===== config.mk =====
export PLATFORM = sky130hd
export DESIGN_NAME = down_counter_flat
export DESIGN_NICKNAME = d
export VERILOG_FILES = /design/src/rtl/down_counter_if.sv /design/src/rtl/down_counter.sv /design/src/flat_wrapper.sv
export SDC_FILE = /design/constraint.sdc
export NUM_CORES = 1
export LEC_CHECK = 0
export CAP_MARGIN = 20
export CORE_MARGIN = 5
export CORE_UTILIZATION = 40
export CTS_CLUSTER_DIAMETER = 150
export DETAILED_ROUTE_END_ITERATION = 7
export HOLD_SLACK_MARGIN = 0.08
export PLACE_DENSITY = 0.82
export SLEW_MARGIN = 20
export SYNTH_ARGS = -nofsm -noshare
export SYNTH_HDL_FRONTEND = slang
export SYNTH_SLANG_ARGS = --single-unit

===== constraint.sdc =====
create_clock -name clk -period 1.5 [get_ports clk]
set_input_delay 0.3 -clock clk [delete_from_list [all_inputs] [get_ports clk]]
set_output_delay 0.3 -clock clk [all_outputs]
set_load 0.02 [all_outputs]

===== src/rtl/down_counter_if.sv =====
// Load handshake, count controls and status outputs of the down-counter.
interface down_counter_if #(
  parameter int unsigned WIDTH = 4
);
  logic             load_valid;
  logic [WIDTH-1:0] load_val;
  logic             load_ready;
  logic             en;
  logic             auto_reload;
  logic             abort;
  logic [WIDTH-1:0] val_out;
  logic             busy;
  logic             done;

  modport master (
    output load_valid, load_val, en, auto_reload, abort,
    input  load_ready, val_out, busy, done
  );

  modport slave (
    input  load_valid, load_val, en, auto_reload, abort,
    output load_ready, val_out, busy, done
  );
endinterface


===== src/rtl/down_counter.sv =====
// Loadable down-counter/timer: counts a programmed interval down to zero on enabled
// cycles, pulses done on expiry, and either returns to idle or reloads.
module down_counter #(
  parameter int unsigned WIDTH = 4
) (
  input  logic          clk,
  input  logic          reset,
  down_counter_if.slave bus
);

  typedef enum logic {StIdle, StRun} state_e;

  state_e           state_q, state_d;
  logic [WIDTH-1:0] count_q, count_d;
  logic [WIDTH-1:0] reload_val_q, reload_val_d;
  logic             done_q, done_d;

  // Next-state: load acceptance in idle, abort/terminal-tick/decrement in run.
  always_comb begin
    state_d      = state_q;
    count_d      = count_q;
    reload_val_d = reload_val_q;
    done_d       = 1'b0;
    unique case (state_q)
      StIdle: begin
        if (bus.load_valid) begin
          count_d      = bus.load_val;
          reload_val_d = bus.load_val;
          if (bus.load_val != '0) begin
            state_d = StRun;
          end else begin
            // Zero-length interval expires immediately.
            done_d = 1'b1;
          end
        end
      end
      StRun: begin
        if (bus.abort) begin
          // Abort wins over a simultaneous terminal tick; count freezes.
          state_d = StIdle;
        end else if (bus.en) begin
          if (count_q == WIDTH'(1)) begin
            done_d = 1'b1;
            if (bus.auto_reload) begin
              count_d = reload_val_q;
            end else begin
              count_d = '0;
              state_d = StIdle;
            end
          end else if (count_q > WIDTH'(1)) begin
            count_d = count_q - WIDTH'(1);
          end
        end
      end
      default: state_d = StIdle;
    endcase
  end

  // State registers with asynchronous active-low clear.
  always_ff @(posedge clk or negedge reset) begin
    if (!reset) begin
      state_q      <= StIdle;
      count_q      <= '0;
      reload_val_q <= '0;
      done_q       <= 1'b0;
    end else begin
      state_q      <= state_d;
      count_q      <= count_d;
      reload_val_q <= reload_val_d;
      done_q       <= done_d;
    end
  end

  // Status outputs decoded straight from state, no extra latency.
  always_comb begin
    bus.load_ready = (state_q == StIdle);
    bus.busy       = (state_q == StRun);
    bus.done       = done_q;
    bus.val_out    = count_q;
  end

endmodule


===== src/flat_wrapper.sv =====
// flat-port wrapper written by rule: the top's interface ports become plain ports
module down_counter_flat 
#(
  parameter int unsigned WIDTH = 4
)
  (clk, reset, bus_load_valid, bus_load_val, bus_en, bus_auto_reload, bus_abort, bus_load_ready, bus_val_out, bus_busy, bus_done);
  down_counter_if #(.WIDTH(WIDTH)) bus_i ();
  input  logic clk;
  input  logic reset;
  input wire logic [$bits(bus_i.load_valid)-1:0] bus_load_valid;
  input wire logic [$bits(bus_i.load_val)-1:0] bus_load_val;
  input wire logic [$bits(bus_i.en)-1:0] bus_en;
  input wire logic [$bits(bus_i.auto_reload)-1:0] bus_auto_reload;
  input wire logic [$bits(bus_i.abort)-1:0] bus_abort;
  output wire logic [$bits(bus_i.load_ready)-1:0] bus_load_ready;
  output wire logic [$bits(bus_i.val_out)-1:0] bus_val_out;
  output wire logic [$bits(bus_i.busy)-1:0] bus_busy;
  output wire logic [$bits(bus_i.done)-1:0] bus_done;
  assign bus_i.load_valid = bus_load_valid;
  assign bus_i.load_val = bus_load_val;
  assign bus_i.en = bus_en;
  assign bus_i.auto_reload = bus_auto_reload;
  assign bus_i.abort = bus_abort;
  assign bus_load_ready = bus_i.load_ready;
  assign bus_val_out = bus_i.val_out;
  assign bus_busy = bus_i.busy;
  assign bus_done = bus_i.done;
  down_counter #(.WIDTH(WIDTH)) u_core (.clk(clk), .reset(reset), .bus(bus_i));
endmodule

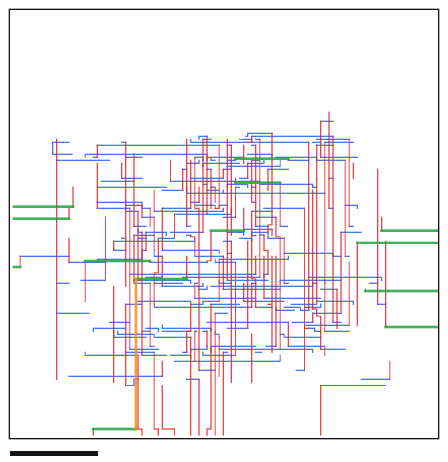
Run 1: metal layers overlaid
The bar under the picture is 10 um long.
M1: shown in blue, wire length 658 um. M4: shown in orange, wire length 17.0 um. M3: shown in green, wire length 75.2 um. M2: shown in red, wire length 804 um.
routed vias: 545
GRT Util Overall: 0.133
Detailed Route WL: 1550 um
Wirelength per Cell: 15.8 um

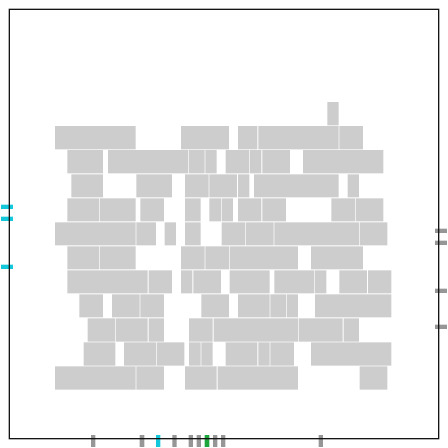
Run 1: pin map
Pins as bars across the die edge, other pins in gray.
bus_load_val: shown in cyan, pins 4, direction input, edge 3 west, 1 south. bus_abort: shown in green, pins 1, direction input, edge south.
IO buf count: 16
Die X: 48.5 um
Die Y: 48.5 um

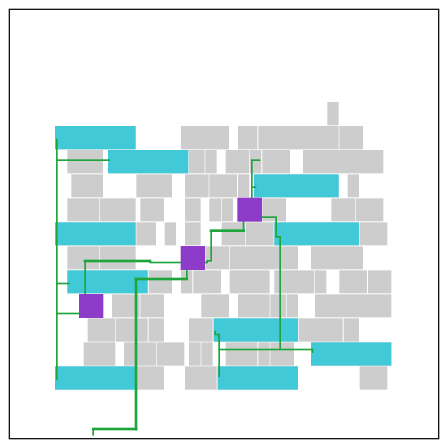
Run 1: clock distribution
flip-flops: shown in cyan, count 10. clock wires: shown in green, length 139 um. clock-net drivers: shown in purple, count 3.
There are 4 routed clock nets.
Clk pwr share: 0.130
Setup Skew: 0.0113 ns
worst skew pair latency: 0.26 ns
clock-net power: 0.000190 W

==> out/results.ini, run 1 <==
[global_route]
grt_remaining_overflow=0
grt_antenna_before_repair=0
busiest_layer=met2
gr-usage-met3=0.0336
use_met2=0.213
grt_use_met1=0.175
grt_pass1_wl_um=2570
grt_max_degree=11

[power]
leakage_nw=0.378
power_density_nw_per_um2=1630
ir_drop_mv=0.926

[placed_design]
postPlaceCellArea_um2=858
dp_hpwl_um=1220
routabilityCongestion=0.755

[drt]
drt_pass1_iterations=4
met1Wirelength_um=657
drc=0
via_per_inst=5.56
ant_nets=0
route.met2.wl_um=803
met3WireLength_um=75

[critical_path]
crit_path_cell_trace=inv_2 -> ha_4 -> nor4b_4 -> o41a_4 -> a311oi_2 -> a21o_1
cp-startpoint=u_core.bus.val_out[0]
cp_top_family=AND-OR/OR-AND gates
arrival_ns=1.74
critPathCaptureType=register
cp.required_ns=1.71
r2r_slack_ns=-0.04
critPathLaunchType=register
r2r-end=u_core.bus.val_out[3]
crit_end=u_core.bus.val_out[3]
r2r-start=u_core.bus.val_out[0]
crit_cells=6
cpPeakStageDelay_ns=0.41
r2r_cells=6

[die]
num_io_pins=17
n_tap_cell=15
fp_util=0.438
core_um2=1350
fp-row-count=13

[timing]
min_period_ns=1.54
finalCritPeriodShare=1.03
hold_slack_ns=0.355
slew_violations=0
hold_viol=0
worstMarginPinSlew_ns=0.468
fin_setup_tns_ns=-0.0520
fmax_mhz=650
setup_viol=4
rsz0062_at_grt=true
timing.final.ws_setup_ns=-0.0388
max-slew-margin-rel=0.687

[final_layout]
sh_comb_area=0.404
n_fill_cell=109
flop_area_um2=254
clkCellAreaFrac=0.0291
buffers=25
drive_gt1_frac=0.398
seq_share=0.282
comb_cells=39
fin_area_um2=902
flops=10
bufAreaShareNonClock=0.239
layout.area.comb_um2=364
area_dominant_class=multi-input combinational cells
mostFrequentLayoutCells=9 x clkdlybuf4s50_1, 9 x buf_4, 8 x nor2_1, 7 x dfrtp_1, 6 x dlygate4sd2_1
inverters=5
layout.cells.non_filler=98
nets=96
diodes=0

[status]
status=complete, but fails checks
violations=negative setup slack

[logic_synthesis]
edf_count=0
ys_sh_mux=0.0930
fp_nets=68
syn_area_um2=592
synth.comb.largest_family=AND-OR/OR-AND gates
ys_cells=56
yosysWarnings=0
synth.cellmix.adderShare=0.0423
simple_gate_share=0.175
ys_types=27
async_reset_ff_frac=1.00
ys.flop_type=dfrtp_1
ys_ff=10
netlist_instances=56
ys_area_um2=592
avgSynthCellArea_um2=10.6
compound_area_frac=0.201
ys_seq_share=0.423
ys_sh_xor=0

[cts]
ctsHtreeMaxLevel=1
holdBufCountCts=0
tritoncts=built
cts-root-buf=clkbuf_4
cts.sinks=10
clk_pin_slew_ns=0.07
cts_buffers=3

[flow_run]
warnings=30
maxCapViolCount=0

[min_path]
hold_class=primary input to async pin

## run 1: power by group
part	leakage [nW]	internal (W)	switching (W)
Combinational	0.246	0.000401	0.000395
Sequential	0.117	0.000361	0.000119
Clock	0.0150	0.000102	0.0000879
## run 1: how the worst min path moves through the flow
stage	start	end	slack, ns	cells after the start
after floorplan	reset	u_core.bus.busy	0.004	0
after global placement	u_core.reload_val_q[1]	u_core.reload_val_q[1]	0.49	1
after detailed placement	u_core.reload_val_q[1]	u_core.reload_val_q[1]	0.50	1
after CTS	reset	u_core.bus.val_out[3]	0.36	1
after global routing	reset	u_core.bus.val_out[3]	0.38	1
final	reset	u_core.bus.done	0.36	1
## run 1: per-stage QoR
| stage | util | worst slack [ns] |
|---|---|---|
| detailed placement | 0.636 | -0.244 |
| finish | 0.668 | -0.0388 |
| CTS | 0.658 | -0.0430 |
| floorplan | - | -0.0587 |
| global placement | 0.636 | -0.196 |
| global route | 0.668 | -0.0746 |
## run 1: what timing repair did
| item | CTS | global route |
|---|---|---|
| setup endpoints to repair | 11 | 7 |
| resized | 8 | 6 |
| pin swaps | 1 | 0 |
| setup buffers | 1 | 0 |
## run 1: synthesized netlist by cell type (all sizes together) (2+ instances only)
| cell type | count | area (um^2) |
|---|---|---|
| a22o | 2 | 17.5 |
| a31oi | 2 | 12.5 |
| dfrtp | 10 | 250 |
| ha | 2 | 25.0 |
| inv | 5 | 23.8 |
| mux2 | 4 | 45.0 |
| nand3 | 4 | 20.0 |
| nor2 | 8 | 30.0 |
| o211ai | 2 | 15.0 |
## run 1: registers in the layout, indices dropped and copies added (netlist names)
register             flops
u_core.bus.busy          1
u_core.bus.done          1
u_core.bus.val_out       4
u_core.reload_val_q      4
==> run 2, diff against run 1 <==
--- a/config.mk
+++ b/config.mk
@@ -11,7 +11,7 @@
 export CTS_CLUSTER_DIAMETER = 150
 export DETAILED_ROUTE_END_ITERATION = 7
 export HOLD_SLACK_MARGIN = 0.08
-export PLACE_DENSITY = 0.82
+export PLACE_DENSITY_LB_ADDON = 0.1
 export SLEW_MARGIN = 20
 export SYNTH_ARGS = -nofsm -noshare
 export SYNTH_HDL_FRONTEND = slang
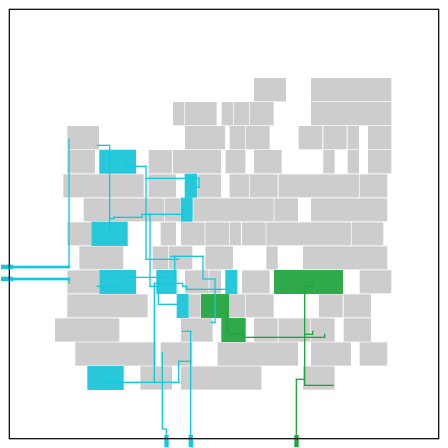
Run 2: I/O nets highlighted
bus_load_val: shown in cyan, bits 4, direction input, edge 2 west, 2 south, end cells 9, buffers 5, wire 166 um. bus_abort: shown in green, bits 1, direction input, edge south, end cells 3, buffers 2, wire 39.2 um.
I/O Pins: 17

==> run 2 against run 1 <==
- the flow still finishes with violations (negative setup slack)
- critical path type unchanged
- utilization increased by 2.9 points
- sequential power decreased by 4%
- final cell count increased by 4.1%
- synthesized cell count unchanged
- combinational power increased by 4.8%
- largest cell class unchanged
- via count increased by 4.2%
- synthesized area unchanged
- non-clock buffer count increased by 4
- power increased by 4.9%
==> out/results.ini, run 2 <==
[final_layout]
n_fill_cell=113  ; +3.7%
drive_gt1_frac=0.379  ; -0.0183
layout.cells.non_filler=102  ; +4.1%
flop_area_um2=253  ; -0.49%
seq_share=0.269  ; -0.0129
flops=10  ; unchanged
diodes=0  ; unchanged
layout.area.comb_um2=343  ; -5.8%
comb_cells=39  ; unchanged
mostFrequentLayoutCells=12 x buf_4, 9 x clkdlybuf4s50_1, 8 x nor2_1, 8 x dfrtp_1, 5 x dlygate4sd2_1
nets=100  ; +4.2%
sh_comb_area=0.364  ; -0.0392
buffers=29  ; +16%
clkCellAreaFrac=0.0386  ; +0.00944

[drt]
drt_pass1_iterations=4  ; unchanged
ant_nets=0  ; unchanged
wire_per_inst_um=14.7  ; -7.4%
wirelength_um=1500  ; -3.6%
via_per_inst=5.57  ; +0.13%
drc=0  ; unchanged
num_vias=568  ; +4.2%

[timing]
rsz0062_at_grt=true
setup_viol=3  ; -1
finalCritPeriodShare=1.02  ; -0.00115
timing.final.ws_setup_ns=-0.0371  ; +0.00172 ns
hold_viol=0  ; unchanged
min_period_ns=1.54  ; -0.00172 ns
worstMarginPinSlew_ns=0.451  ; -0.0162 ns
fmax_mhz=651  ; +0.11%
max-slew-margin-rel=0.698  ; +0.0108
slew_violations=0  ; unchanged

[power]
swShare=0.374  ; -0.0358
ir_drop_mv=0.906  ; -2.1%
leakage_nw=0.419  ; +11%
power.internal_w=0.000963  ; +11%
p_sw_w=0.000576  ; -4.2%
pwr-share-seq=0.300  ; -0.028
power_density_nw_per_um2=1640  ; +0.60%
pwr-share-comb=0.542  ; about the same

[cts]
ctsHtreeMaxLevel=1  ; unchanged
clk_pin_slew_ns=0.07  ; about the same
cts_buffers=3  ; unchanged
clockBufferDepth=2
cts-root-buf=clkbuf_4
cts.sinks=10  ; unchanged
tritoncts=built
holdBufCountCts=0  ; unchanged

[global_route]
grt_usage=0.141  ; +0.00785
grt_pass1_wl_um=2640  ; +2.7%
grt_antenna_before_repair=0  ; unchanged
grt_max_degree=11  ; unchanged
grt_remaining_overflow=0  ; unchanged

[die]
fp_util=0.438  ; unchanged
n_tap_cell=15  ; unchanged
die_h_um=48.5  ; unchanged
core_um2=1350  ; unchanged
dieWidth_um=48.5  ; unchanged
fp-row-count=13  ; unchanged

[critical_path]
crit_path_cell_trace=inv_2 -> ha_4 -> nor4b_4 -> o41a_4 -> a31oi_1 -> o22a_1
cp_top_family=AND-OR/OR-AND gates
cp.required_ns=1.72  ; about the same
cpPeakStageDelay_ns=0.43  ; +0.02 ns
arrival_ns=1.75  ; about the same
critPathCaptureType=register
critPathLaunchType=register
crit_cells=6  ; unchanged

[placed_design]
routabilityCongestion=0.748  ; -1.0%
port_buffers=16  ; unchanged
dp_hpwl_um=1150  ; -5.8%

[logic_synthesis]
synth.comb.largest_family=AND-OR/OR-AND gates
ys.flop_type=dfrtp_1
simple_gate_share=0.175  ; unchanged
synth.cellmix.adderShare=0.0423  ; unchanged
common_cells=10 x dfrtp_1, 8 x nor2_1, 4 x inv_1, 4 x mux2_2, 4 x nand3_1
avgSynthCellArea_um2=10.6  ; unchanged
synthTopCellsByArea=dfrtp_1 42%, mux2_2 7.6%, nor2_1 5.1%
ys_sh_xor=0  ; unchanged
syn_area_um2=592  ; unchanged
yosysWarnings=0  ; unchanged
ys_cells=56  ; unchanged
compound_area_frac=0.201  ; unchanged
async_reset_ff_frac=1.00  ; unchanged
ys_ff=10  ; unchanged
synth_top_area_share=0.423  ; unchanged
synth_top_cell_by_area=dfrtp_1
edf_count=0  ; unchanged
top_cell=dfrtp_1
ys_area_um2=592  ; unchanged
ys_sh_mux=0.0930  ; unchanged

[flow_run]
maxCapViolCount=0  ; unchanged
warnings=30  ; unchanged

[status]
violations=negative setup slack
status=complete, but fails checks

[min_path]
hold_class=primary input to async pin

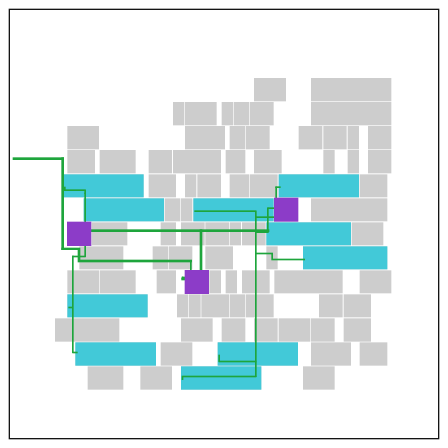
Run 2: clock distribution
clock wires: shown in green, length 148 um. flip-flops: shown in cyan, count 10. clock-net drivers: shown in purple, count 3.
There are 4 routed clock nets.
worst skew pair latency: 0.27 ns
clock-net power: 0.000243 W
Clk pwr share: 0.158
Setup Skew: 0.0126 ns

[run 2: final timing paths]
path / end / slack [ns] / startpoint
min: u_core.bus.val_out[2] / 0.34 / reset
max in group asynchronous: u_core.bus.val_out[1] / 0.83 / reset
max: u_core.bus.val_out[2] / -0.04 / u_core.bus.val_out[0]
min in group clk: u_core.reload_val_q[2] / 0.51 / u_core.reload_val_q[2]
min reg2reg: u_core.reload_val_q[2] / 0.51 / u_core.reload_val_q[2]
max reg2reg: u_core.bus.val_out[2] / -0.04 / u_core.bus.val_out[0]
[run 2: metrics by stage]
step	hold slack [ns]	setup slack, ns	util	instance area, um^2	setup TNS [ns]
floorplan	0.00441	-0.0587	-	634	-0.224
CTS	0.353	-0.0340	0.689	930	-0.0672
global route	0.386	-0.112	0.697	941	-0.434
detailed placement	0.498	-0.236	0.656	886	-0.927
finish	0.337	-0.0371	0.697	941	-0.0935
global placement	0.492	-0.193	0.656	886	-0.749
[run 2: power groups by stage]
stage                     sequential (W)  clock [W]  combinational (W)
final                           0.000462   0.000243           0.000834
after floorplan                 0.000539          0           0.000381
after detailed placement        0.000469          0           0.000816
after global routing            0.000477   0.000272           0.000923
after CTS                       0.000462   0.000248           0.000818
after global placement          0.000467          0           0.000816
[run 2: repair_timing]
action,in CTS,in global routing
endpoints found under the hold margin,0,0
pin swaps,2,1
buffers inserted,2,1
resized,6,2
endpoints found under the setup margin,10,7
cloned,0,0
[run 2: routing by layer]
metal,share of wire,up-vias,track usage
li1,-,273,-
met2,0.47,22,0.217
met1,0.44,269,0.182
met3,0.078,4,0.0550
met4,0.010,0,0.0404
met5,0,-,0
==> run 3, diff against run 2 <==
--- a/config.mk
+++ b/config.mk
@@ -8,7 +8,7 @@
 export CAP_MARGIN = 20
 export CORE_MARGIN = 5
 export CORE_UTILIZATION = 40
-export CTS_CLUSTER_DIAMETER = 150
+export CTS_CLUSTER_DIAMETER = 50
 export DETAILED_ROUTE_END_ITERATION = 7
 export HOLD_SLACK_MARGIN = 0.08
 export PLACE_DENSITY_LB_ADDON = 0.1
==> constraint.sdc (replaced) <==
create_clock -name clk -period 1.34 [get_ports clk]
set_input_delay 0.268 -clock clk [delete_from_list [all_inputs] [get_ports clk]]
set_output_delay 0.268 -clock clk [all_outputs]
set_load 0.02 [all_outputs]
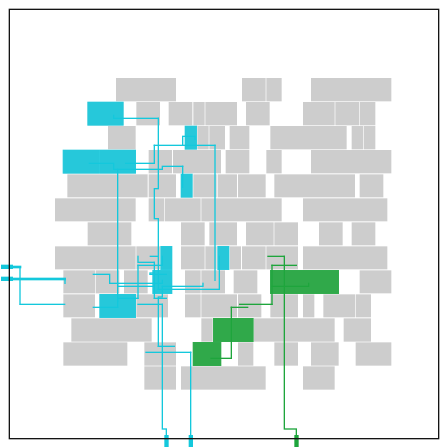
Run 3: I/O nets highlighted
bus_load_val: shown in cyan, bits 4, direction input, edge 2 west, 2 south, end cells 9, buffers 7, wire 197 um. bus_abort: shown in green, bits 1, direction input, edge south, end cells 3, buffers 2, wire 48.7 um.

==> run 3 against run 2 <==
- final cell count grew 4.9%
- critical endpoint is now u_core.bus.val_out[3]
- worst hold slack lost 0.15 ns
- design area grew 5.2%
- power grew 16%
- clock power grew 12%
- synthesized cell count is the same
- the flow still finishes with violations (negative setup slack)
==> out/results.ini, run 3 <==
[status]
status=complete, but fails checks
violations=negative setup slack

[critical_path]
crit_end=u_core.bus.val_out[3]
critPathLaunchType=register
cp-startpoint=u_core.bus.val_out[0]
critPathCaptureType=register
r2r-end=u_core.bus.val_out[3]
r2r-start=u_core.bus.val_out[0]

[power]
power_density_nw_per_um2=1800  ; +10%

[placed_design]
postPlaceCellArea_um2=938  ; +5.9%
port_buffers=16  ; unchanged
place_ws_ns=-0.338  ; -0.102 ns
dp_hpwl_um=1180  ; +2.6%
routabilityCongestion=0.791  ; +5.7%

[min_path]
hold_class=primary input to async pin

[timing]
rsz0062_at_grt=true
timing.final.ws_setup_ns=-0.183  ; -0.146 ns
setup_viol=6  ; +3
max-slew-margin-rel=0.721  ; +0.0228
min_period_ns=1.52  ; -0.0143 ns
hold_slack_ns=0.183  ; -0.155 ns
worstMarginPinSlew_ns=0.415  ; -0.0366 ns
slew_violations=0  ; unchanged
finalCritPeriodShare=1.14  ; +0.112
fmax_mhz=657  ; +0.94%

[cts]
cts_buffers=3  ; unchanged
clk_pin_slew_ns=0.07  ; about the same
worstSkewPairLatency_ns=0.27  ; about the same
ctsHtreeMaxLevel=1  ; unchanged
tritoncts=built
cts.sinks=10  ; unchanged
clockBufferDepth=2  ; unchanged

[final_layout]
layout.cells.non_filler=107  ; +4.9%
mostFrequentLayoutCells=16 x buf_4, 9 x clkdlybuf4s50_1, 8 x nor2_1, 7 x dfrtp_1
fin_area_um2=990  ; +5.2%
fin_util=0.733  ; +0.0361
nets=105  ; +5.0%
n_fill_cell=99  ; -12%
diodes=0  ; unchanged
drive_gt1_frac=0.511  ; +0.132
layout.area.comb_um2=367  ; +6.9%
flop_area_um2=254  ; +0.50%

[logic_synthesis]
yosysWarnings=0  ; unchanged
edf_count=0  ; unchanged
syn_area_um2=592  ; unchanged
common_cells=10 x dfrtp_1, 8 x nor2_1, 4 x inv_1, 4 x mux2_2, 4 x nand3_1
ys.flop_type=dfrtp_1
ys_ff=10  ; unchanged
avgSynthCellArea_um2=10.6  ; unchanged
synthTopCellsByArea=dfrtp_1 42%, mux2_2 7.6%, nor2_1 5.1%
async_reset_ff_frac=1.00  ; unchanged
top_cell=dfrtp_1
ys_cells=56  ; unchanged
ys_area_um2=592  ; unchanged
synth_top_cell_by_area=dfrtp_1

[global_route]
grt_pass1_wl_um=2650  ; +0.53%
grt_remaining_overflow=0  ; unchanged
grt_antenna_before_repair=0  ; unchanged
grt_usage=0.142  ; +0.000633
grt_max_degree=10  ; -1

[die]
die_h_um=48.5  ; unchanged
dieWidth_um=48.5  ; unchanged
num_io_pins=17  ; unchanged
core_um2=1350  ; unchanged
fp_util=0.438  ; unchanged

[flow_run]
warnings=30  ; unchanged
maxCapViolCount=0  ; unchanged

[drt]
via_per_inst=5.15  ; -7.5%
wirelength_um=1550  ; +3.2%
wire_per_inst_um=14.4  ; -1.6%
drc=0  ; unchanged
ant_nets=0  ; unchanged

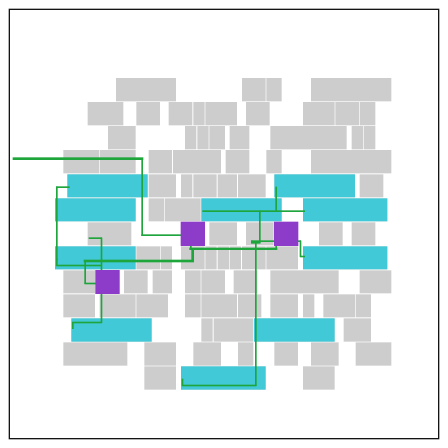
Run 3: clock distribution
clock wires: shown in green, length 143 um. clock-net drivers: shown in purple, count 3. flip-flops: shown in cyan, count 10.
There are 4 routed clock nets.
Clk pwr share: 0.152
Setup Skew: 0.00751 ns

==> run 3: cell counts after synthesis <==
Identical to the previous run, type by type.
==> run 3: routing by layer <==
layer / global-route usage / vias to the layer above / routed length (um)
met2: 0.215 / 13 / 738
li1: - / 280 / -
met3: 0.0612 / 0 / 93
met4: 0.0269 / 0 / 0
met5: 0 / - / 0
met1: 0.188 / 258 / 713
==> run 3: final cells by class <==
type                            count  area share
Timing Repair Buffer               34       0.293
Sequential cell                    10       0.257
Multi-Input combinational cell     39       0.370
Clock buffer                        4      0.0367
Tap cell                           15      0.0190
Inverter                            5      0.0240
==> run 3: critical path: stages (launching register included) <==
cell and delay, ns:
dfrtp_2 0.42, inv_2 0.06, ha_4 0.15, nor4b_4 0.12, o41a_4 0.40, a311oi_2 0.20, a21o_1 0.11
==> run 3: cells by family (layout without fill, tap and decap cells) <==
kind of cell | after synthesis | count (layout) | synth area share
simple gates | 19 | 19 | 0.175
buf+inv | 7 | 43 | 0.0655
compound gates | 13 | 13 | 0.201
fa+ha+maj | 2 | 2 | 0.0423
mux | 5 | 5 | 0.0930
flops | 10 | 10 | 0.423
==> run 3: power by group <==
group / leakage, nW / internal, W / switching (W)
registers: 0.117 / 0.000403 / 0.000119
clock network: 0.0210 / 0.000165 / 0.000107
logic: 0.302 / 0.000540 / 0.000452
==> run 3: timing repair <==
| action | in CTS | in global routing |
|---|---|---|
| pin swaps | 1 | 1 |
| hold buffers | 0 | 0 |
| gates resized | 21 | 6 |
| setup endpoints to repair | 13 | 9 |
| gates cloned | 0 | 0 |
| buffers inserted | 1 | 0 |
Power and IR drop assume default switching activity.
